[src/rtl/btn_event_arbiter_if.sv]
// Event stream between the button arbiter (master) and the game controller (slave).
// evt_id is held stable for as long as evt_valid is high.
interface btn_event_arbiter_if #(
    parameter int ID_W = 2
) ();
    logic            evt_valid;
    logic [ID_W-1:0] evt_id;
    logic            evt_ready;

    modport master (output evt_valid, output evt_id, input evt_ready);
    modport slave  (input evt_valid, input evt_id, output evt_ready);
endinterface

[src/rtl/btn_event_arbiter.sv]
// Per-channel debounce, press detection and round-robin arbitration into a valid/ready event stream.
// Optional feature macro: BTN_AUTOREPEAT_EN posts a synthetic press every REPEAT_CYCLES while a button is held.
module btn_event_arbiter #(
    parameter int N_BTN           = 4,
    parameter int ID_W            = 2,
    parameter int DEBOUNCE_CYCLES = 1000000,
    parameter int CNT_W           = 20,
    parameter int REPEAT_CYCLES   = 50000000,
    parameter int RPT_W           = 26
) (
    input  logic                Clk100MHz,
    input  logic                reset_n,
    input  logic [N_BTN-1:0]    sync_btn,
    input  logic                ovf_clr,
    btn_event_arbiter_if.master evt,
    output logic [N_BTN-1:0]    btn_level,
    output logic [N_BTN-1:0]    pending,
    output logic                overflow
);

    typedef enum logic {IDLE, OFFER} state_t;

    localparam logic [CNT_W-1:0] DEB_LAST = CNT_W'(DEBOUNCE_CYCLES - 1);

    state_t            state;
    logic [ID_W-1:0]   rr_ptr;
    logic [CNT_W-1:0]  cnt [N_BTN];

    logic [N_BTN-1:0]  flip;
    logic [N_BTN-1:0]  deb_press;
    logic [N_BTN-1:0]  rpt_press;
    logic [N_BTN-1:0]  press;
    logic [N_BTN-1:0]  load_clr;
    logic [N_BTN-1:0]  drop;
    logic [ID_W-1:0]   grant;
    logic              load;

    // First requesting channel at or above ptr, wrapping around.
    function automatic logic [ID_W-1:0] rr_pick(input logic [N_BTN-1:0] req,
                                                input logic [ID_W-1:0]  ptr);
        logic [ID_W-1:0] g;
        logic            found;
        int              idx;
        g     = '0;
        found = 1'b0;
        for (int k = 0; k < N_BTN; k++) begin
            idx = (int'(ptr) + k) % N_BTN;
            if (!found && req[idx]) begin
                g     = ID_W'(idx);
                found = 1'b1;
            end
        end
        return g;
    endfunction

    function automatic logic [ID_W-1:0] rr_next(input logic [ID_W-1:0] id);
        return (int'(id) == N_BTN - 1) ? '0 : id + 1'b1;
    endfunction

    always_comb begin
        for (int i = 0; i < N_BTN; i++) begin
            flip[i]      = (sync_btn[i] != btn_level[i]) && (cnt[i] == DEB_LAST);
            deb_press[i] = flip[i] && sync_btn[i];
        end
        load     = (state == IDLE) && (pending != '0);
        grant    = rr_pick(pending, rr_ptr);
        load_clr = '0;
        if (load)
            load_clr[grant] = 1'b1;
        press = deb_press | rpt_press;
        // A press landing on the edge that loads the same channel re-arms it instead of overflowing.
        drop  = press & pending & ~load_clr;
    end

`ifdef BTN_AUTOREPEAT_EN
    localparam logic [RPT_W-1:0] RPT_LAST = RPT_W'(REPEAT_CYCLES - 1);

    logic [RPT_W-1:0] rpt [N_BTN];

    always_ff @(posedge Clk100MHz) begin
        for (int i = 0; i < N_BTN; i++) begin
            if (!reset_n || !btn_level[i] || rpt[i] == RPT_LAST)
                rpt[i] <= '0;
            else
                rpt[i] <= rpt[i] + 1'b1;
        end
    end

    always_comb begin
        for (int i = 0; i < N_BTN; i++)
            rpt_press[i] = btn_level[i] && (rpt[i] == RPT_LAST);
    end
`else
    assign rpt_press = '0;
`endif

    always_ff @(posedge Clk100MHz) begin
        if (!reset_n) begin
            btn_level <= '0;
            pending   <= '0;
            overflow  <= 1'b0;
            for (int i = 0; i < N_BTN; i++)
                cnt[i] <= '0;
        end else begin
            for (int i = 0; i < N_BTN; i++) begin
                if (sync_btn[i] == btn_level[i]) begin
                    cnt[i] <= '0;
                end else if (flip[i]) begin
                    btn_level[i] <= sync_btn[i];
                    cnt[i]       <= '0;
                end else begin
                    cnt[i] <= cnt[i] + 1'b1;
                end
            end
            pending <= (pending & ~load_clr) | press;
            if (drop != '0)
                overflow <= 1'b1;
            else if (ovf_clr)
                overflow <= 1'b0;
        end
    end

    always_ff @(posedge Clk100MHz) begin
        if (!reset_n) begin
            state         <= IDLE;
            rr_ptr        <= '0;
            evt.evt_valid <= 1'b0;
            evt.evt_id    <= '0;
        end else begin
            case (state)
                IDLE: begin
                    if (load) begin
                        evt.evt_id    <= grant;
                        evt.evt_valid <= 1'b1;
                        state         <= OFFER;
                    end
                end
                OFFER: begin
                    if (evt.evt_ready) begin
                        evt.evt_valid <= 1'b0;
                        rr_ptr        <= rr_next(evt.evt_id);
                        state         <= IDLE;
                    end
                end
                default: state <= IDLE;
            endcase
        end
    end

endmodule
[src/flat_wrapper.sv]
// flat-port wrapper written by rule: the top's interface ports become plain ports
module btn_event_arbiter_flat 
#(
    parameter int N_BTN           = 4,
    parameter int ID_W            = 2,
    parameter int DEBOUNCE_CYCLES = 1000000,
    parameter int CNT_W           = 20,
    parameter int REPEAT_CYCLES   = 50000000,
    parameter int RPT_W           = 26
)
  (Clk100MHz, reset_n, sync_btn, ovf_clr, btn_level, pending, overflow, evt_evt_valid, evt_evt_id, evt_evt_ready);
  btn_event_arbiter_if #(.ID_W(ID_W)) evt_i ();
  input  logic Clk100MHz;
  input  logic reset_n;
  input  logic [N_BTN-1:0] sync_btn;
  input  logic ovf_clr;
  output logic [N_BTN-1:0] btn_level;
  output logic [N_BTN-1:0] pending;
  output logic overflow;
  output wire logic [$bits(evt_i.evt_valid)-1:0] evt_evt_valid;
  output wire logic [$bits(evt_i.evt_id)-1:0] evt_evt_id;
  input wire logic [$bits(evt_i.evt_ready)-1:0] evt_evt_ready;
  assign evt_evt_valid = evt_i.evt_valid;
  assign evt_evt_id = evt_i.evt_id;
  assign evt_i.evt_ready = evt_evt_ready;
  btn_event_arbiter #(.N_BTN(N_BTN), .ID_W(ID_W), .DEBOUNCE_CYCLES(DEBOUNCE_CYCLES), .CNT_W(CNT_W), .REPEAT_CYCLES(REPEAT_CYCLES), .RPT_W(RPT_W)) u_core (.Clk100MHz(Clk100MHz), .reset_n(reset_n), .sync_btn(sync_btn), .ovf_clr(ovf_clr), .evt(evt_i), .btn_level(btn_level), .pending(pending), .overflow(overflow));
endmodule
[config.mk]
export PLATFORM = sky130hd
export DESIGN_NAME = btn_event_arbiter_flat
export DESIGN_NICKNAME = d
export VERILOG_FILES = /design/src/rtl/btn_event_arbiter_if.sv /design/src/rtl/btn_event_arbiter.sv /design/src/flat_wrapper.sv
export SDC_FILE = /design/constraint.sdc
export NUM_CORES = 1
export LEC_CHECK = 0
export CAP_MARGIN = 5
export CORE_ASPECT_RATIO = 0.9
export CORE_MARGIN = 5
export CORE_UTILIZATION = 51
export CTS_CLUSTER_DIAMETER = 100
export DETAILED_ROUTE_END_ITERATION = 10
export PLACE_DENSITY = 0.71
export SYNTH_ARGS = -nofsm -noshare
export SYNTH_HDL_FRONTEND = slang
export SYNTH_SLANG_ARGS = --single-unit
[constraint.sdc]
create_clock -name Clk100MHz -period 2.25 [get_ports Clk100MHz]
set_input_delay 0.3375 -clock Clk100MHz [delete_from_list [all_inputs] [get_ports Clk100MHz]]
set_output_delay 0.3375 -clock Clk100MHz [all_outputs]
set_load 0.01 [all_outputs]
run_1/registers.png
Other sequential cells in the stronger grey, the rest of the logic in the fainter grey.
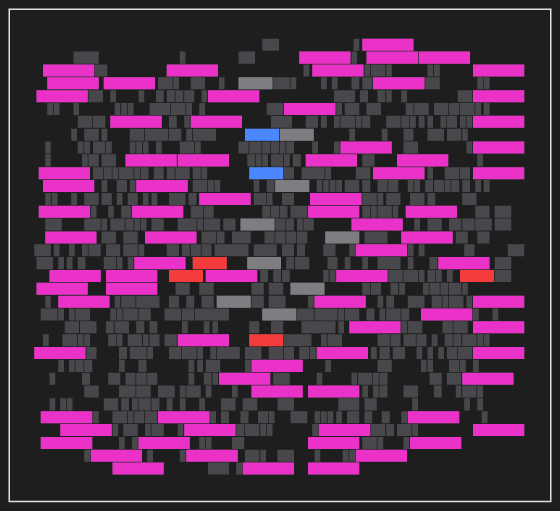
Key: magenta = `u_core.cnt` [placed flops 80, where widely spread]; blue = `u_core.evt.evt_id` [placed flops 2]; red = `u_core.btn_level` [placed flops 4]
Another 9 sequential cells are not coloured.
sequential cell area: 2700 µm²
seq pwr: 2.07 mW
utilization of the core after routing: 0.628
register share of the cell area: 0.448

run_1/port_nets.png
The bar under the picture is 20 µm long.
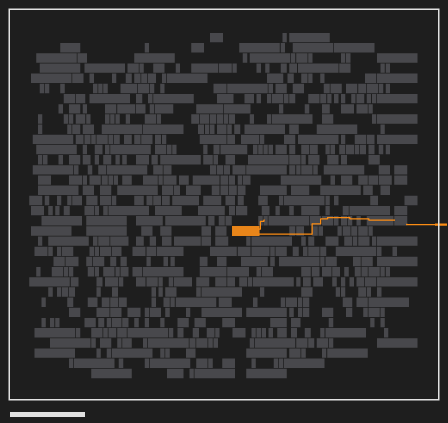
Key: orange = `overflow` [bits 1, direction output, end cells 1, wire 53.1 µm]
count of pins on the block boundary: 20
PortBufs: 19

run_1/met1.png
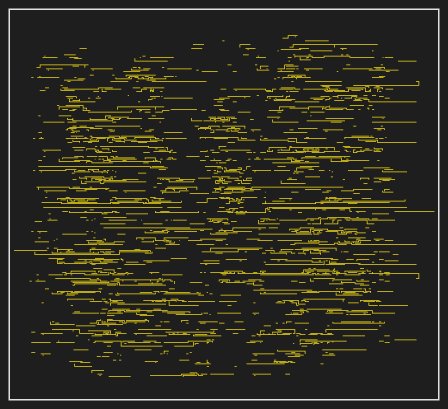
The longest straight run is 36.8 µm. The wires run mostly horizontal. The layer holds 47% of the routed length.

run_1/clock_map.png
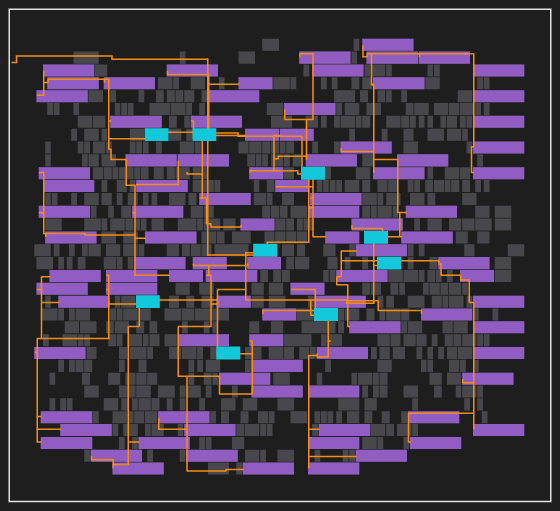
Key: purple = flip-flops [count 95]; orange = clock wires [length 1,160 µm]; cyan = cells driving clock nets [count 9]
Position of the flops: widely spread. There are 10 routed clock nets.
power in the clock group: 982 µW
worst clock skew: 0.0125 ns

==> out/results.ini, run 1 <==
[synth]
ys_seq_elements=95
ys_seq_share=0.541
enable_flop_cells=80
netlist_top_cells_area=sky130_fd_sc_hd__edfxtp_1 (48%), sky130_fd_sc_hd__xor2_1 (7.9%), sky130_fd_sc_hd__nor2_1 (7.2%), sky130_fd_sc_hd__dfxtp_1 (6.0%), sky130_fd_sc_hd__xnor2_1 (4.7%)
netlist_instances=488
synthSimpleGateAreaFrac=0.252
yosys.stat.chipArea_um2=5000
synth_xor_xnor_area_share=0.126
async_flop_share=0
synth_stat.cells=488
yosysTopAreaCellShare=0.480
mux_area_frac=0.00801
ys_sh_aoi=0.0405
logic_family=simple AND/OR/NAND/NOR gates

[clock_tree]
clkSinkCount=95
postCtsResizedCells=2
numCtsBuffers=9
tritoncts_clock_tree=built
hold_buf_count_cts=0
cts_root_buffer=sky130_fd_sc_hd__clkbuf_8

[hold_path]
min-delay-path-class=reg -> reg
hold_start=u_core.evt.evt_id[1]
min_path_cells=2
timing.hold.worst_endpoint=u_core.evt.evt_id[1]

[critical_path]
timing.critical_path.depth=6
reg2reg_slack_ns=0.05
worstSetupStartpoint=u_core.cnt[0][8]
crit_path_start_kind=flip-flop
timing_worst_setup_path_type=reg -> reg
path_buffers=0
timing.critical_path.max_delay_family=simple AND/OR/NAND/NOR gates
worstPathCellList=nor4b_2, nand2_1, or4_4, or3b_4, o32ai_2, o31a_1
worst-endpoint-required_ns=2.54
cp.arrival_ns=2.49
cpMaxStageDelayCell=sky130_fd_sc_hd__or4_4
timing.critical_path.fanout_max=3

[cells_and_area]
signal_buffers=47
antenna_cells=0
highest_count_cells_in_the_layout_ignoring_fill_and_taps=sky130_fd_sc_hd__nor2_1 (96), sky130_fd_sc_hd__edfxtp_1 (80), sky130_fd_sc_hd__conb_1 (80)
final_layout_top_logic_cell=sky130_fd_sc_hd__nor2_1
portion_of_the_layout_cell_area_used_by_clock_cells=0.0274
largestClassByArea=sequential cells
layout_clock_buffer_count=10
area_growth_syn_to_layout_pct=20.8
non_clk_buf_share=0.0725
layout.comb_gates.multi_input=446

[detailed_routing]
drt-met1-wl_mm=4.34
drtAntennaViolNets=0
drc_errors=0
met2_length_mm=4.51
totalWireLength_mm=9.26
routed_via_density=4.97
routed-wl-met3_um=334
detail_route.first_pass.iterations=5
num_vias=3704
top_layer=met4

[floorplanning]
placement_rows=34
fp.coreArea_um2=9610
core_util_floorplan=0.520
fp.dieH_um=104
floorplan.die.width_um=114
number_of_well_taps=126

[global_route]
gr-usage-met1=0.204
grt_pass1_wl_mm=15.3
grt_util_met2=0.263
grt_start_max_net_pins=21
gr-total-overflow=0
grt_pass1_vias=3424

[final_timing]
maxSlewViolCount=0
post-route-min-period_ns=2.20
max_clock_freq_ghz=0.455
setup_violations=0
max_slew.worst_pin.slew_ns=0.598
rsz_0062_raised_after_global_routing=yes
hold_violations=0

[placed_design]
place.gp.congestion=0.841
dpl.hpwl_mm=6.84
dp_cells=725

[job]
max_cap_violations=0
warnings=27

[power]
peakVddDrop_mv=0.299
power.share.switching=0.239
netSwitchingPower_uw=786
powerDensity_nw_per_um2=544
power_top_consumer=registers
power.total_mw=3.29
internal_power_mw=2.50

[outcome]
outcome=finished clean

run 1: flip-flops by register name, indices dropped and copies added, names as in the netlist:
register,count
u_core.btn_level,4
u_core.cnt,80
u_core.evt.evt_id,2
u_core.evt.evt_valid,1
u_core.overflow,1
u_core.pending,4
u_core.rr_ptr,2
u_core.state,1
run 1: metrics by stage:
step / instance area, µm² / hold slack (ns) / setup TNS, ns / setup slack [ns]
after detailed placement: 5810 / 0.495 / 0 / 0.0192
after CTS: 5990 / 0.508 / 0 / 0.00987
after global placement: 5810 / 0.499 / 0 / 0.106
after floorplan: 5300 / 0.488 / 0 / 0.123
after global routing: 6040 / 0.560 / -0.0457 / -0.0117
final: 6040 / 0.504 / 0 / 0.0501
## Run 2: what changed since run 1
--- a/config.mk
+++ b/config.mk
@@ -5,6 +5,7 @@
 export SDC_FILE = /design/constraint.sdc
 export NUM_CORES = 1
 export LEC_CHECK = 0
+export ABC_CLOCK_PERIOD_IN_PS = 2250
 export CAP_MARGIN = 5
 export CORE_ASPECT_RATIO = 0.9
 export CORE_MARGIN = 5
run_2/clock_map.png
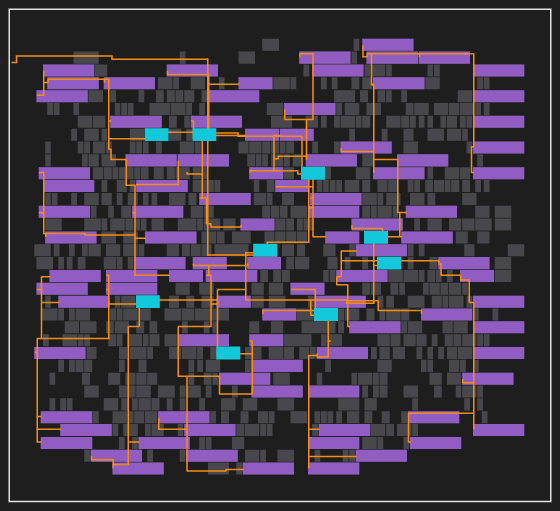
Key: purple = flip-flops [count 95]; orange = clock wires [length 1,160 µm]; cyan = cells driving clock nets [count 9]
There are 10 routed clock nets.
Insertion Delay late pin: 0.35 ns
power share of the clock group: 0.299

run_2/met1.png
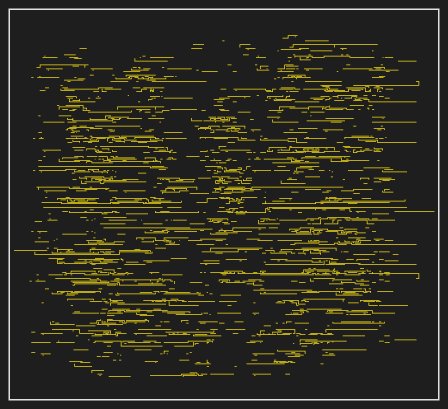
vias after detailed routing: 3,704
M1 GR Usage: 0.204
Total Routed Length: 9.26 mm

==> run 2 against run 1 <==
  * Count of clock-buffer cells in the layout stayed put
  * Sequential share of layout area stayed put
  * Clock skew stayed put
  * Setup slack stayed put
  * Clock power hardly changed
  * Synthesized cell count stayed put
  * Power stayed put
  * Global-route usage stayed put
  * First-iteration DRC count stayed put
  * Critical endpoint unchanged
  * Largest cell class unchanged
==> out/results.ini, run 2 <==
[synth]
logic_family=simple AND/OR/NAND/NOR gates
netlist_instances=488
netlist_top_cells_area=sky130_fd_sc_hd__edfxtp_1 (48%), sky130_fd_sc_hd__xor2_1 (7.9%), sky130_fd_sc_hd__nor2_1 (7.2%), sky130_fd_sc_hd__dfxtp_1 (6.0%), sky130_fd_sc_hd__xnor2_1 (4.7%)
ys_seq_elements=95
ys_sh_aoi=0.0405
enable_flop_cells=80
synth_stat.cells=488
synth_xor_xnor_area_share=0.126

[placed_design]
portbufs=19
dpl.hpwl_mm=6.84
place.gp.congestion=0.841
dp_slack_ns=0.0192
placement.cell_area_um2=5810
dp_cells=725

[detailed_routing]
drt-met1-wl_mm=4.34
routed_via_density=4.97
top_layer=met4
met2_length_mm=4.51
detail_route.first_pass.iterations=5
drtAntennaViolNets=0

[power]
netSwitchingPower_uw=786
internal_power_mw=2.50
power_top_consumer=registers
peakVddDrop_mv=0.299
powerDensity_nw_per_um2=544
power.share.switching=0.239
power_in_the_clock_group_uw=982

[critical_path]
timing.critical_path.max_delay_family=simple AND/OR/NAND/NOR gates
worstPathCellList=nor4b_2, nand2_1, or4_4, or3b_4, o32ai_2, o31a_1
path_buffers=0
cpMaxStageDelayCell=sky130_fd_sc_hd__or4_4
cp.arrival_ns=2.49
worstSetupStartpoint=u_core.cnt[0][8]
timing.critical_path.fanout_max=3
timing.critical_path.depth=6
timing_worst_setup_path_type=reg -> reg
crit_path_start_kind=flip-flop
worst-endpoint-required_ns=2.54

[floorplanning]
fp.coreArea_um2=9610
core_util_floorplan=0.520
floorplan.die.width_um=114
placement_rows=34

[final_timing]
hold_violations=0
setup_violations=0
holdWs_ns=0.504
timing.setup.tns_ns=0
max_clock_freq_ghz=0.455
clock-skew-final_ns=0.0125
maxSlewViolCount=0

[cells_and_area]
post-route-util=0.628
highest_count_cells_in_the_layout_ignoring_fill_and_taps=sky130_fd_sc_hd__nor2_1 (96), sky130_fd_sc_hd__edfxtp_1 (80), sky130_fd_sc_hd__conb_1 (80)
final_layout_top_logic_cell=sky130_fd_sc_hd__nor2_1
antenna_cells=0
postLayoutCellArea_um2=6040
sequential_cell_area_um2=2700
largest_register_ff_count=80
max_flop_register=u_core.cnt

[clock_tree]
cts_root_buffer=sky130_fd_sc_hd__clkbuf_8
clkSinkCount=95
tritoncts_clock_tree=built
postCtsResizedCells=2

[job]
max_cap_violations=0

[global_route]
grt_pass1_vias=3424
grt_start_max_net_pins=21
grt_util_met2=0.263
grt_pass1_wl_mm=15.3

[hold_path]
min-delay-path-class=reg -> reg
min_path_cells=2
timing.hold.worst_endpoint=u_core.evt.evt_id[1]

[outcome]
outcome=finished clean

## run 2: cell counts after synthesis
No cell type changed its count.
## run 2: area by class of cell
| cell class | instances | area share |
|---|---|---|
| clock buffers | 10 | 0.0211 |
| clock inverters | 6 | 0.00622 |
| inverters | 16 | 0.00995 |
| multi-input cells | 446 | 0.416 |
| flip-flops and latches | 95 | 0.448 |
| well taps | 126 | 0.0261 |
| repair buffers | 47 | 0.0725 |
## run 2: worst min-delay path, stage by stage, from the launching register on
cell                       delay [ns]
sky130_fd_sc_hd__dfxtp_1         0.33
sky130_fd_sc_hd__o21ai_0         0.06
sky130_fd_sc_hd__a21boi_0        0.07
run_2/final_congestion.png
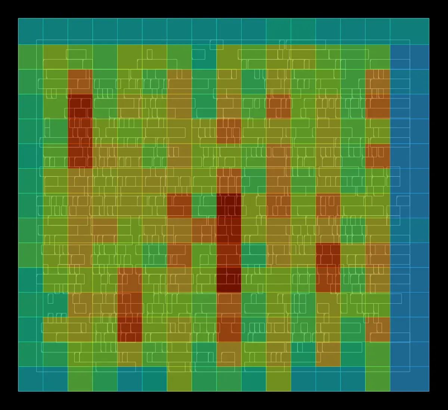

## Run 3: what changed since run 2
--- a/config.mk
+++ b/config.mk
@@ -13,6 +13,7 @@
 export CTS_CLUSTER_DIAMETER = 100
 export DETAILED_ROUTE_END_ITERATION = 10
 export PLACE_DENSITY = 0.71
+export REMOVE_ABC_BUFFERS = 1
 export SYNTH_ARGS = -nofsm -noshare
 export SYNTH_HDL_FRONTEND = slang
 export SYNTH_SLANG_ARGS = --single-unit
run_3/final_congestion.png
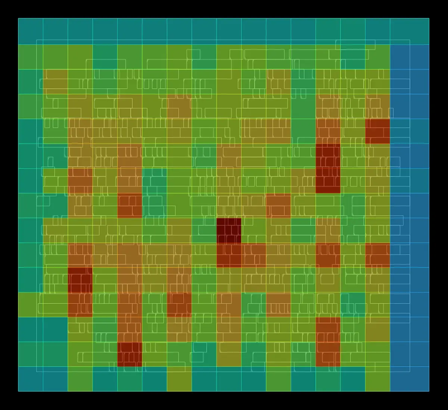
GR Layer Usage met3: 0.0407
layer with the highest usage: met2
Global Route Usage Sum: 0.162

run_3/port_nets.png
The bar under the picture is 20 µm long.
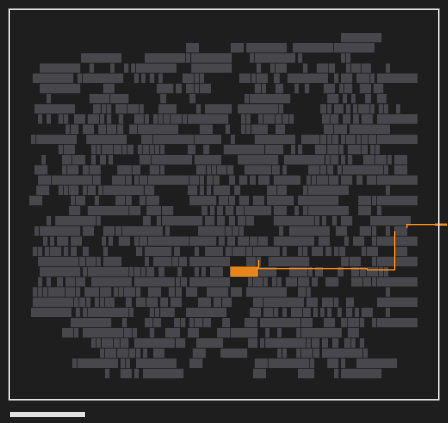
Key: orange = `overflow` [bits 1, direction output, end cells 1, wire 57.9 µm]

==> run 3 against run 2 <==
  * Global-route usage rose by 0.41 points
  * Critical path depth rose by 1
  * Wire length fell by 1.4%
  * Synthesized area did not move
  * Sequential power barely moved
  * Combinational power fell by 2%
  * Synthesized cell count did not move
  * First-iteration DRC count rose by 27%
  * Worst hold slack improved by 0.017 ns
  * Cell area rose by 0.64%
  * Count of clock-buffer cells in the layout did not move
  * Non-clock buffer count fell by 2
==> out/results.ini, run 3 <==
[cells_and_area]
antenna_cells=0
final_layout_top_logic_cell=sky130_fd_sc_hd__nor2_1
post-route-util=0.632
layout_clock_buffer_count=10
sequential_cell_area_um2=2700
largestClassByArea=sequential cells
non_clk_buf_share=0.0661
area_growth_syn_to_layout_pct=21.5
portion_of_the_layout_cell_area_used_by_clock_cells=0.0389
highest_count_cells_in_the_layout_ignoring_fill_and_taps=sky130_fd_sc_hd__nor2_1 (96), sky130_fd_sc_hd__edfxtp_1 (80), sky130_fd_sc_hd__conb_1 (80)
nonClockInverterCount=16
sh_comb_area=0.414
layout.comb_gates.multi_input=446
register_share_of_the_cell_area=0.445
largest_register_ff_count=80
nFlopsAndLatches=95
signal_buffers=45

[floorplanning]
placement_rows=34
core_util_floorplan=0.520
design.portCount=20
number_of_well_taps=126
fp.dieH_um=104

[critical_path]
worst-endpoint-required_ns=2.36
cp.arrival_ns=2.30
path_buffers=2
crit_path_start_kind=flip-flop
worstPathCellList=ha_1, inv_1, or3_4, or4_4, nand3_1, buf_6, nor2_1
timing.critical_path.fanout_max=12
timing_worst_setup_path_type=reg -> reg
cpMaxStageDelayCell=sky130_fd_sc_hd__or4_4
worstSetupStartpoint=u_core.cnt[3][1]

[synth]
mux_area_frac=0.00801
ys_sh_aoi=0.0405
netlist_top_cells_area=sky130_fd_sc_hd__edfxtp_1 (48%), sky130_fd_sc_hd__xor2_1 (7.9%), sky130_fd_sc_hd__nor2_1 (7.2%), sky130_fd_sc_hd__dfxtp_1 (6.0%), sky130_fd_sc_hd__xnor2_1 (4.7%)
yosysTopAreaCellShare=0.480
ys_seq_elements=95
logic_family=simple AND/OR/NAND/NOR gates
async_flop_share=0
yosys.stat.chipArea_um2=5000
synth_xor_xnor_area_share=0.126
ys_seq_share=0.541
synthSimpleGateAreaFrac=0.252

[global_route]
gr-usage-met1=0.211
gr-total-overflow=0
grt_util_met2=0.267
grt_pass1_wl_mm=15.8
grt_start_max_net_pins=21
grt_pass1_vias=3651

[clock_tree]
tritoncts_clock_tree=built
numCtsBuffers=9
clkSinkCount=95
clk-insertion-delay-late_ns=0.36
hold_buf_count_cts=0
cts_root_buffer=sky130_fd_sc_hd__clkbuf_8

[placed_design]
portbufs=19
dpl.hpwl_mm=6.86
dp_slack_ns=0.0109
place.gp.congestion=0.824
dp_cells=725

[final_timing]
clock-skew-final_ns=0.0132
timing.setup.tns_ns=0
maxSlewViolCount=0
max_slew.worst_pin.slew_ns=0.585
holdWs_ns=0.521
max_clock_freq_ghz=0.458
layout_setup_ws_ns=0.0647
hold_violations=0
rsz_0062_raised_after_global_routing=yes

[detailed_routing]
totalWireLength_mm=9.13
drc_errors=0
met2_length_mm=4.40
detail_route.first_pass.iterations=4
drt-met1-wl_mm=4.45
drtAntennaViolNets=0
routed-wl-met3_um=197

[hold_path]
hold_start=u_core.evt.evt_id[1]
min-delay-path-class=reg -> reg

[outcome]
outcome=finished clean

[job]
max_cap_violations=0
warnings=26

[power]
power.total_mw=3.63
powerDensity_nw_per_um2=597

[run 3: timing repair]
item / 4_1_cts / 5_1_grt
endpoints found under the setup margin: 10 / 21
pin swaps: 0 / 2
setup buffers: 0 / 3
gates resized: 2 / 4
[run 3: final timing paths]
| kind | cells past startpoint | slack (ns) | end |
|---|---|---|---|
| worst max-delay path | 7 | 0.06 | u_core.cnt[3][12] |
| worst min-delay path | 2 | 0.52 | u_core.evt.evt_id[1] |
| worst max register to register | 7 | 0.06 | u_core.cnt[3][12] |
| worst min register to register | 2 | 0.52 | u_core.evt.evt_id[1] |
[run 3: power by group]
part	switching (mW)	internal, mW	leakage (nW)
Combinational	0.125	0.108	1.15
Sequential	0.0750	1.99	0.944
Clock	0.591	0.736	0.110
Power is estimated from default activity; no workload was simulated.
